File: config.mk
export PLATFORM = sky130hd
export DESIGN_NAME = stack_unit
export DESIGN_NICKNAME = d
export VERILOG_FILES = /design/src/rtl/stack_pkg.sv /design/src/rtl/stack_ram.sv /design/src/rtl/stack_unit.sv
export SDC_FILE = /design/constraint.sdc
export NUM_CORES = 1
export LEC_CHECK = 0
export CAP_MARGIN = 5
export CELL_PAD_IN_SITES_DETAIL_PLACEMENT = 1
export CELL_PAD_IN_SITES_GLOBAL_PLACEMENT = 1
export CORE_UTILIZATION = 50
export DETAILED_ROUTE_END_ITERATION = 10
export GPL_ROUTABILITY_DRIVEN = 0
export GPL_TIMING_DRIVEN = 0
export MAX_ROUTING_LAYER = met4
export PLACE_DENSITY_LB_ADDON = 0.1
export SYNTH_ARGS = -nofsm -noshare
export SYNTH_HDL_FRONTEND = slang
export SYNTH_SLANG_ARGS = --single-unit
File: constraint.sdc
create_clock -name general_clk -period 4 [get_ports general_clk]
set_input_delay 0.6 -clock general_clk [delete_from_list [all_inputs] [get_ports general_clk]]
set_output_delay 0.6 -clock general_clk [all_outputs]
set_load 0.05 [all_outputs]
File: src/rtl/stack_pkg.sv
// Shared op-code constants and FSM state type for the stack unit.
package stack_pkg;

  localparam logic [2:0] OP_NOP   = 3'd0;
  localparam logic [2:0] OP_PUSH  = 3'd1;
  localparam logic [2:0] OP_POP   = 3'd2;
  localparam logic [2:0] OP_BINOP = 3'd3;
  localparam logic [2:0] OP_DUP   = 3'd4;
  localparam logic [2:0] OP_SWAP  = 3'd5;
  localparam logic [2:0] OP_REPL  = 3'd6;
  localparam logic [2:0] OP_RSVD  = 3'd7;

  typedef enum logic {
    ST_READY  = 1'b0,
    ST_REFILL = 1'b1
  } state_e;

endpackage

File: src/rtl/stack_ram.sv
// Backing store for stack elements below NOS: one write port, one synchronous read port.
module stack_ram #(
  parameter int unsigned DATA_WIDTH = 8,
  parameter int unsigned ENTRIES    = 14,
  parameter int unsigned ADDR_WIDTH = $clog2(ENTRIES)
) (
  input  logic                  clk,
  input  logic                  wr_en,
  input  logic [ADDR_WIDTH-1:0] wr_addr,
  input  logic [DATA_WIDTH-1:0] wr_data,
  input  logic                  rd_en,
  input  logic [ADDR_WIDTH-1:0] rd_addr,
  output logic [DATA_WIDTH-1:0] rd_data
);

  logic [DATA_WIDTH-1:0] mem [ENTRIES];
  logic [DATA_WIDTH-1:0] rd_data_q;

  // Write port and registered read port; no reset, contents are don't-care after reset.
  always_ff @(posedge clk) begin
    if (wr_en) begin
      mem[wr_addr] <= wr_data;
    end
    if (rd_en) begin
      rd_data_q <= mem[rd_addr];
    end
  end

  assign rd_data = rd_data_q;

endmodule

File: src/rtl/stack_unit.sv
// Register-cached stack: TOS/NOS in flops, deeper elements spilled to stack_ram.
module stack_unit
  import stack_pkg::*;
#(
  parameter int unsigned DATA_WIDTH = 8,
  parameter int unsigned DEPTH      = 16,
  localparam int unsigned PTR_WIDTH = $clog2(DEPTH) + 1
) (
  input  logic                  general_clk,
  input  logic                  general_reset,
  input  logic                  op_valid,
  output logic                  op_ready,
  input  logic [2:0]            op_code,
  input  logic [DATA_WIDTH-1:0] push_data,
  output logic [DATA_WIDTH-1:0] tos_out,
  output logic [DATA_WIDTH-1:0] nos_out,
  output logic [PTR_WIDTH-1:0]  depth_out,
  output logic                  empty,
  output logic                  full,
  output logic                  err_overflow,
  output logic                  err_underflow,
  input  logic                  err_clear
);

  localparam int unsigned RAM_ENTRIES = DEPTH - 2;
  localparam int unsigned AW          = $clog2(RAM_ENTRIES);

  state_e                state_q, state_d;
  logic [DATA_WIDTH-1:0] tos_q, tos_d;
  logic [DATA_WIDTH-1:0] nos_q, nos_d;
  logic [PTR_WIDTH-1:0]  depth_q, depth_d;
  logic                  ovf_q, ovf_d;
  logic                  unf_q, unf_d;

  logic                  ram_wr_en, ram_rd_en;
  logic [AW-1:0]         ram_wr_addr, ram_rd_addr;
  logic [DATA_WIDTH-1:0] ram_rd_data;

  logic is_empty, is_full, ge2, ge3;

  assign is_empty = (depth_q == '0);
  assign is_full  = (depth_q == PTR_WIDTH'(DEPTH));
  assign ge2      = (depth_q >= PTR_WIDTH'(2));
  assign ge3      = (depth_q >= PTR_WIDTH'(3));

  // RAM address = bottom-relative index: old NOS spills to depth-2, new NOS refills from depth-3.
  assign ram_wr_addr = AW'(depth_q - PTR_WIDTH'(2));
  assign ram_rd_addr = AW'(depth_q - PTR_WIDTH'(3));

  stack_ram #(
    .DATA_WIDTH (DATA_WIDTH),
    .ENTRIES    (RAM_ENTRIES),
    .ADDR_WIDTH (AW)
  ) u_ram (
    .clk     (general_clk),
    .wr_en   (ram_wr_en),
    .wr_addr (ram_wr_addr),
    .wr_data (nos_q),
    .rd_en   (ram_rd_en),
    .rd_addr (ram_rd_addr),
    .rd_data (ram_rd_data)
  );

  // Next-state, stack update, spill/refill control and sticky error flags.
  always_comb begin
    state_d   = state_q;
    tos_d     = tos_q;
    nos_d     = nos_q;
    depth_d   = depth_q;
    ovf_d     = err_clear ? 1'b0 : ovf_q;
    unf_d     = err_clear ? 1'b0 : unf_q;
    ram_wr_en = 1'b0;
    ram_rd_en = 1'b0;
    case (state_q)
      ST_REFILL: begin
        nos_d   = ram_rd_data;
        state_d = ST_READY;
      end
      default: begin
        if (op_valid) begin
          case (op_code)
            OP_PUSH: begin
              if (is_full) begin
                ovf_d = 1'b1;
              end else begin
                tos_d     = push_data;
                nos_d     = tos_q;
                ram_wr_en = ge2;
                depth_d   = depth_q + PTR_WIDTH'(1);
              end
            end
            OP_POP: begin
              if (is_empty) begin
                unf_d = 1'b1;
              end else begin
                tos_d     = nos_q;
                depth_d   = depth_q - PTR_WIDTH'(1);
                ram_rd_en = ge3;
                if (ge3) state_d = ST_REFILL;
              end
            end
            OP_BINOP: begin
              if (!ge2) begin
                unf_d = 1'b1;
              end else begin
                tos_d     = push_data;
                depth_d   = depth_q - PTR_WIDTH'(1);
                ram_rd_en = ge3;
                if (ge3) state_d = ST_REFILL;
              end
            end
            OP_DUP: begin
              if (is_empty) begin
                unf_d = 1'b1;
              end else if (is_full) begin
                ovf_d = 1'b1;
              end else begin
                nos_d     = tos_q;
                ram_wr_en = ge2;
                depth_d   = depth_q + PTR_WIDTH'(1);
              end
            end
            OP_SWAP: begin
              if (!ge2) begin
                unf_d = 1'b1;
              end else begin
                tos_d = nos_q;
                nos_d = tos_q;
              end
            end
            OP_REPL: begin
              if (is_empty) unf_d = 1'b1;
              else          tos_d = push_data;
            end
            default: ;
          endcase
        end
      end
    endcase
  end

  // State register; reset aborts any pending refill.
  always_ff @(posedge general_clk or posedge general_reset) begin
    if (general_reset) begin
      state_q <= ST_READY;
      tos_q   <= '0;
      nos_q   <= '0;
      depth_q <= '0;
      ovf_q   <= 1'b0;
      unf_q   <= 1'b0;
    end else begin
      state_q <= state_d;
      tos_q   <= tos_d;
      nos_q   <= nos_d;
      depth_q <= depth_d;
      ovf_q   <= ovf_d;
      unf_q   <= unf_d;
    end
  end

  assign op_ready      = !general_reset && (state_q == ST_READY);
  assign tos_out       = is_empty ? '0 : tos_q;
  assign nos_out       = ge2 ? nos_q : '0;
  assign depth_out     = depth_q;
  assign empty         = is_empty;
  assign full          = is_full;
  assign err_overflow  = ovf_q;
  assign err_underflow = unf_q;

endmodule

**Run 1: placed cells, one color a class**

Fill, decap, tap and diode cells in gray.
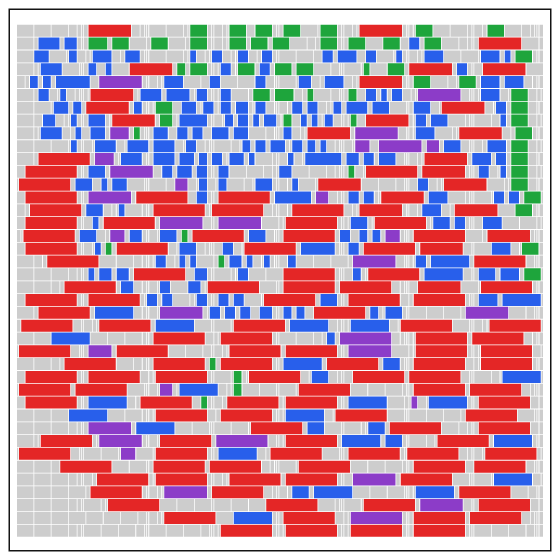
Purple stands for clock drivers and dummy loads, cells 32. Red stands for registers, cells 144. Blue stands for remaining logic cells, cells 219. Green stands for remaining buffers and delay cells, cells 57.

**Run 1: port wiring**

Scale bar: 20 µm.
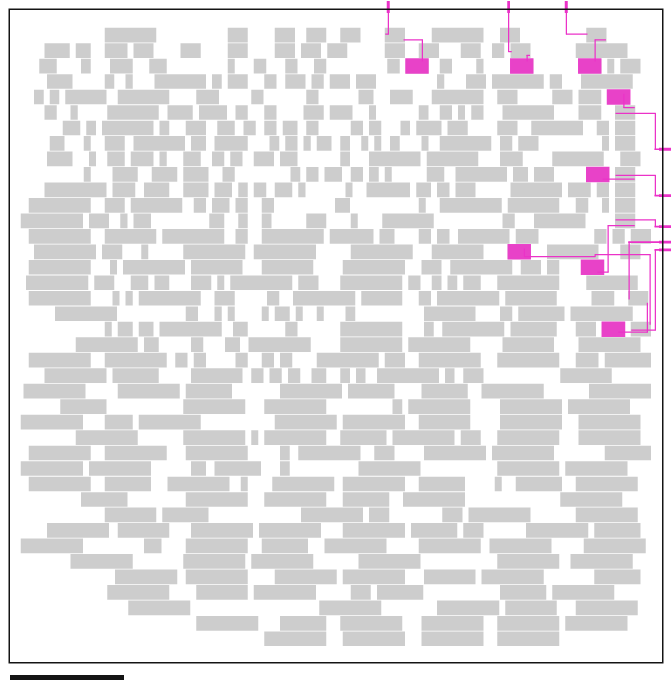
Magenta stands for push_data, direction input, edge 5 right, 3 top, end cells 8, buffers 8, wire 173 µm.

==> flow_metrics.tcl, run 1 <==
# metrics dict for downstream scripts
set metrics [dict create \
    status "complete, no violations" \
    die_w_um 114.6 \
    numCtsBuffers 17 \
    max_stage_delay_on_crit_path_ns 0.70 \
    path_max_fanout 17 \
    routed_wire_length_per_instance_um 23.31 \
    cts.hold.buffers_added 0 \
    tool_warnings 30 \
    setup_viol_count_final 0 \
    layout_top_cells_excl_fill_tap "edfxtp_1, and2_1, clkdlybuf4s50_1, mux4_2, dfrtp_1" \
    critPathTopFamily "buffers and inverters" \
    yosys_warning_total 0 \
    synthArstFlopShare_pct 16.67 \
    layout_top_cell "edfxtp_1" \
    worstMarginPinSlew_ns 1.271 \
    critical_path_required_ns 3.40 \
    place.port_buffers 39 \
    floorplan.initialDensity_pct 52.10 \
    cpMaxStageDelayCell "clkdlybuf4s50_1" \
    total_standard_cell_area_after_synthesis_um2 6336 \
    powerDensity_nw_per_um2 863.3 \
    grt_pass1_vias 3800 \
    antenna-diode-count 0 \
    drive_gt1_share_pct 19.47 \
    stdcell_count 620 \
    final_cell_area_um2 7556 \
    detail_route.first_pass.iterations 4 \
    synth.yosys.seq_area_share_pct 66.35 \
    path_cells "buf_4 > inv_1 > ha_1 > nor2b_1 > or3_1 > and2_1 > clkdlybuf4s50_1" \
    layout.core_utilization_pct 62.13 \
    layout_skew_ns 0.007914 \
    grtUsageTotal_pct 24.97 \
    route.detailed.drc 0 \
    cts.clk_slew.worst_paths_ns 0.06 \
    post_cts_buffers 0 \
    tally_of_nets_with_antenna_violations_remaining_after_routing 0 \
    avgSynthCellArea_um2 16.59 \
    syn2layout_area_growth_pct 19.25 \
    dp.final_hpwl_um 9568 \
    grt.overflow.total 0 \
    core_rows 40 \
    critPathArrivalTime_ns 3.20 \
    timing_hold_violations_final 0 \
    largest_net_degree_at_the_start_of_global_routing 25 \
    min_period_ns 3.800 \
    vias 3502 \
    syn-num-nets 407 \
    postRouteWirelength_um 14450 \
    design.final.nets 464 \
    grt_first_pass_wirelength_um 21910 \
    clkSinkCount 144 \
    synth.yosys.chip_area_um2 6336 \
    ctsHtreeMaxLevel 4 \
    dr.first_iter.drc_count 258 \
    post_placement_cell_count 589 \
    detailed_route_vias_per_instance 5.648 \
    worstSkewPairLatency_ns 0.42 \
    clockRootBuffer "clkbuf_16" \
    finalSetupTns_ns 0 \
    tritoncts "yes" \
    timing_worst_setup_path_type "flop to output pin" \
    p_leak_uw 0.002665 \
    synth-edff-count 120 \
    die_area_um2 13130 \
    crit_path_end_kind "output pin" \
    die_height_um 114.6 \
    max_cap_violations 0 \
    grt_antenna_before_repair 0 \
    postSynthCellCount 382 \
    top_level_ports 41 \
    placed_cell_area_um2 6937 \
    total_count_of_max_transition_violations_in_the_final_report 0 \
    ys_types 48 \
    coreArea_um2 12160 \
    worstPathBufferInverterCount 3 \
    yosys_register_bits 144 \
    slew_headroom_pct 14.75 \
    design_power_total_uw 6523 \
    yosys_most_used_dff "edfxtp_1" \
    cts_max_path_buffers 2 \
    timing.hold.worst.class "flop to flop" \
    min_period_over_period_pct 94.99 \
    max_clock_freq_mhz 263.2 \
    grt_setup_unrepaired "false" \
    peakVddDrop_mv 0.3938 \
    critical_path_start_type "flop" \
    synth_stat.cells 382 \
]
**Run 1: wiring heat map**

23 x 23 tiles, from dark blue (low) to red (high), scaled to the fullest tile. Values are wire area over tile area, all layers added.
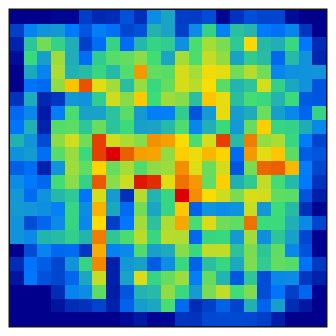
33% of the tiles are over half the peak. 6.8% of the tiles are nearly empty. The mean over all tiles is 0.17. The densest ninth of the die: middle.

-- run 1: kinds of logic after synthesis --
kind of cell    Yosys count  share of synthesized area [%]
compound gates           49                          5.924
xor+xnor                  8                          1.106
fa+ha+maj                10                          2.093
buf+inv                  31                          2.192
flops                   144                          66.35
mux                      58                          14.24
simple gates             82                          8.096
-- run 1: synthesized netlist by cell type, types with 5 or more instances --
cell / instances / share of area, %
a211oi_1: 10 / 1.2
a21oi_1: 12 / 0.95
a221o_1: 8 / 1.3
and2_1: 40 / 3.9
buf_2: 6 / 0.47
clkbuf_1: 9 / 0.53
dfrtp_1: 24 / 9.5
edfxtp_1: 120 / 57
ha_1: 9 / 1.8
inv_1: 10 / 0.59
mux2_2: 16 / 2.8
mux2i_1: 17 / 2.7
mux4_2: 24 / 8.5
nor2_1: 11 / 0.65
nor2b_1: 6 / 0.59
o21ai_0: 5 / 0.39
xnor2_1: 6 / 0.83
-- run 1: metal layers --
layer | global-route usage, % | vias up | share of wire [%]
met1 | 32.08 | 1815 | 45
li1 | - | 1599 | -
met2 | 39.64 | 67 | 51
met3 | 4.235 | 21 | 2.8
met5 | - | - | 0
met4 | 10.56 | 0 | 1.7
-- run 1: worst min-delay path, stage by stage, from the launching register on --
cell	delay, ns
dfrtp_1	0.37
inv_1	0.06
o22ai_1	0.07
-- run 1: power by group --
group          total, µW  internal [µW]  switching, µW  leakage (µW)
registers           2350           2010            336       0.00139
logic               2530           1010           1520      0.000990
clock network       1650           1010            637      0.000290
-- run 1: area by class of cell --
class | instances | area, µm²
inverters | 12 | 45.04
clock buffers | 19 | 442.9
fillers | 1124 | 4606
flip-flops and latches | 144 | 4204
repair buffers | 39 | 390.4
clock inverters | 13 | 177.7
well taps | 168 | 210.2
plain buffers | 18 | 92.59
multi-input cells | 207 | 1993
-- run 1: path summary, 6_finish.rpt --
path	start	to	slack, ns	depth (start not counted)
setup / recovery	depth_out[0]$_DFFE_PP0P_	nos_out[4]	0.20	7
hold / removal	err_overflow$_DFF_PP0_	err_overflow$_DFF_PP0_	0.54	2
setup reg to reg	depth_out[0]$_DFFE_PP0P_	u_ram.rd_data[3]$_DFFE_PP_	0.66	8
hold reg to reg	err_overflow$_DFF_PP0_	err_overflow$_DFF_PP0_	0.54	2
max in group asynchronous	general_reset	tos_q[6]$_DFFE_PP0P_	2.62	2
min in group asynchronous	general_reset	nos_q[4]$_DFFE_PP0P_	0.77	2
-- run 1: state kept, by name, indices dropped and copies added (netlist names) --
| register | flops |
|---|---|
| u_ram.mem | 112 |
| err_underflow | 1 |
| state_q | 1 |
| tos_q | 8 |
| nos_q | 8 |
| u_ram.rd_data | 8 |
| depth_out | 5 |
| err_overflow | 1 |
-- run 1: through the flow --
| stage | hold WS (ns) | setup slack [ns] |
|---|---|---|
| 6_report | 0.5405 | 0.2004 |
| 5_1_grt | 0.5656 | 0.04038 |
| 4_1_cts | 0.5397 | 0.1508 |
| 3_5_place_dp | 0.5308 | -0.04461 |
| 3_3_place_gp | 0.5229 | 0.03802 |
| 2_1_floorplan | 0.4866 | 0.6027 |
-- run 1: what timing repair did --
item / in CTS / in global routing
gates resized: 1 / 0
endpoints found under the hold margin: 0 / 0
setup endpoints to repair: 18 / 0
==> run 2, diff against run 1 <==
- CAP_MARGIN: 5 -> 20
- SETUP_SLACK_MARGIN: unset -> 0.2
==> run 2 against run 1 <==
Count of clock-buffer cells in the layout down 2. Power fell by 2.6%. Largest cell class unchanged. Final area is 0.41% lower. Die area did not move. Clock skew rose by 0.0020 ns. Critical path type unchanged. Sequential share of layout area is 0.23 points higher.
==> flow_metrics.tcl, run 2 <==
# metrics dict for downstream scripts
set metrics [dict create \
    layout_top_cells_excl_fill_tap "edfxtp_1, and2_1, mux4_2, dfrtp_1, clkdlybuf4s50_1" \
    cts_max_path_buffers 2 \
    ys_types 48 \
    power.internal_uw 3837 \
    crit_path_end_kind "output pin" \
    max_stage_delay_on_crit_path_ns 0.47 \
    synth-edff-count 120 \
    postSynthCellCount 382 \
    critPathTopFamily "buffers and inverters" \
    setup_viol_count_final 0 \
    path_cells "clkbuf_4 > buf_4 > inv_1 > ha_1 > nor2b_1 > or3_1 > and2_1 > dlygate4sd2_1" \
    design.final.nets 467 \
    status "complete, no violations" \
    critical_path_required_ns 3.40 \
    top_level_ports 41 \
    sequentialPowerShare_pct 37.0 \
    synth_area_leader_cell "edfxtp_1" \
    worstMarginPinSlew_ns 0.7460 \
    layout_top_cell "edfxtp_1" \
    grt_first_pass_wirelength_um 22000 \
    layout.core_utilization_pct 61.87 \
    grt_setup_unrepaired "false" \
    tritoncts "yes" \
    total_count_of_max_transition_violations_in_the_final_report 0 \
    yosys-top-cells-area "edfxtp_1, dfrtp_1, mux4_2" \
    registers.top_by_ff_count "u_ram.mem" \
    die_w_um 114.6 \
    route.detailed.drc 0 \
    synthArstFlopShare_pct 16.67 \
    syn-num-nets 407 \
    post_synth_most_frequent_cells "edfxtp_1, and2_1, dfrtp_1, mux4_2, mux2i_1" \
    p_comb_share_pct 39.1 \
    coreArea_um2 12160 \
    timing_hold_violations_final 0 \
    power.net_switching_uw 2515 \
    max_clock_freq_mhz 275.4 \
    met3_track_utilization_from_global_routing_pct 4.394 \
    yosys_register_bits 144 \
    synth_top_cell_by_count "edfxtp_1" \
    global_routing_s_busiest_layer "met2" \
    yosys_warning_total 0 \
    cpMaxStageDelayCell "or3_1" \
    detailed_route_vias_per_instance 5.754 \
    critPathArrivalTime_ns 3.03 \
    antenna-diode-count 0 \
    min_period_ns 3.631 \
    dp_worst_setup_slack_ns -0.06694 \
    drive_gt1_share_pct 20.44 \
    critical_path_start_type "flop" \
    min_period_over_period_pct 90.77 \
    place.port_buffers 39 \
    critical_path_cell_count 8 \
    powerDensity_nw_per_um2 844.1 \
    dr.first_iter.drc_count 258 \
    clockRootBuffer "clkbuf_16" \
    clkSinkCount 144 \
    synth.yosys.chip_area_um2 6336 \
    largest_register_ffs 112 \
    synth_stat.cells 382 \
    worstSkewPairLatency_ns 0.42 \
    cts.hold.buffers_added 0 \
    timing.hold.worst.class "primary input to asynchronous set/reset pin" \
    post_cts_buffers 0 \
    tool_warnings 30 \
    dp.final_hpwl_um 9607 \
    post-synth-top-area-fraction_pct 56.87 \
    cts.clk_slew.worst_paths_ns 0.06 \
    avgSynthCellArea_um2 16.59 \
    floorplan.initialDensity_pct 52.10 \
    largest_net_degree_at_the_start_of_global_routing 25 \
    layout_skew_ns 0.009872 \
    die_height_um 114.6 \
    worstPathBufferInverterCount 4 \
    die_area_um2 13130 \
    path_max_fanout 10 \
    setup_slack_ns 0.3690 \
    total_standard_cell_area_after_synthesis_um2 6336 \
    sw_frac_of_total_pct 39.59 \
    rr_worst_depth 9 \
    fillers 1107 \
    grt_antenna_before_repair 0 \
]
run 2: cell counts after synthesis:
No cell type changed its count.
run 2: layer usage:
layer | part of all wire, % | vias to the layer above
met5 | 0 | -
met4 | 0.87 | 0
met3 | 5.6 | 10
met2 | 52 | 96
met1 | 42 | 1873
li1 | - | 1606
run 2: timing repair:
| action | in CTS | in global routing |
|---|---|---|
| pin swaps | 0 | 0 |
| gates resized | 19 | 3 |
| endpoints found under the setup margin | 50 | 8 |
run 2: per-stage QoR:
stage / cells / cell area [µm²] / setup TNS [ns] / power (µW) / hold WS (ns)
6_report: 623 / 7525 / 0 / 6352 / 0.4237
5_1_grt: 623 / 7525 / 0 / 6617 / 0.4315
4_1_cts: 622 / 7498 / 0 / 6397 / 0.5461
3_5_place_dp: 590 / 6942 / -0.4959 / 4911 / 0.5316
3_3_place_gp: 589 / 6937 / 0 / 4830 / 0.5229
2_1_floorplan: 382 / 6336 / 0 / 4002 / 0.4866
run 2: cells by family after synthesis:
| group | Yosys count | share of synthesized area, % |
|---|---|---|
| AND-OR/OR-AND | 49 | 5.924 |
| AND/OR/NAND/NOR | 82 | 8.096 |
| XOR/XNOR | 8 | 1.106 |
| multiplexers | 58 | 14.24 |
| buffers and inverters | 31 | 2.192 |
| flip-flops | 144 | 66.35 |
| adder cells (fa/ha/maj) | 10 | 2.093 |
run 2: worst paths after layout:
check / to / slack, ns
min in group general_clk: err_overflow$_DFF_PP0_ / 0.54
hold reg to reg: err_overflow$_DFF_PP0_ / 0.54
setup reg to reg: u_ram.rd_data[3]$_DFFE_PP_ / 0.55
hold / removal: tos_q[0]$_DFFE_PP0P_ / 0.42
setup / recovery: nos_out[7] / 0.37
max in group asynchronous: depth_out[3]$_DFFE_PP0P_ / 3.21
run 2: layout make-up:
type | count | area (µm²) | area share [%]
tap | 168 | 210.2 | 2.793
clock buffer | 17 | 425.4 | 5.653
timing repair buffer | 41 | 397.9 | 5.288
sequential | 144 | 4204 | 55.87
inverter | 12 | 45.04 | 0.5986
multi-input combinational | 207 | 1993 | 26.49
clock inverter | 15 | 148.9 | 1.979
buffer | 19 | 100.1 | 1.330
run 2: power by group through the flow:
stage | sequential (µW) | combinational [µW] | clock, µW
after floorplan | 2290 | 1710 | 0
after global routing | 2380 | 2640 | 1600
final | 2350 | 2480 | 1520
after global placement | 2350 | 2480 | 0
after CTS | 2350 | 2500 | 1540
after detailed placement | 2380 | 2530 | 0
**Run 2: wiring heat map**

23 x 23 tiles, from dark blue (low) to red (high), scaled to the fullest tile. Values are wire area over tile area, all layers added.
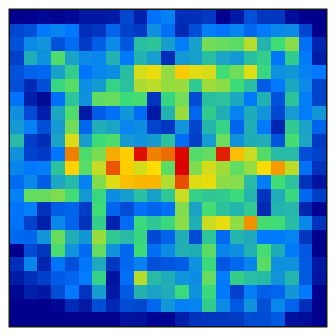
overall global routing resource usage: 25.13%
total number of vias: 3585
DRT Wirelength: 14770 µm
detail-routed net length per standard cell: 23.71 µm

**Run 2: cell outlines without signal wires**

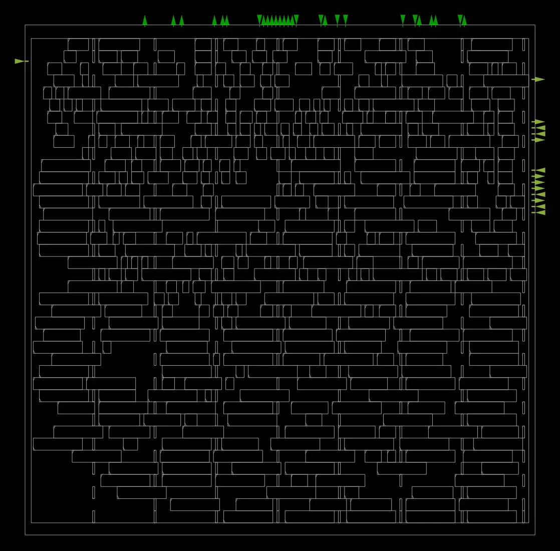
Core Rows: 40
number of flip-flops and latches: 144
share of the final layout cell area in sequential cells: 55.87%
Layout Cells excl Fill: 623

Power figures rest on the tool's default switching activity, not on a simulated workload.
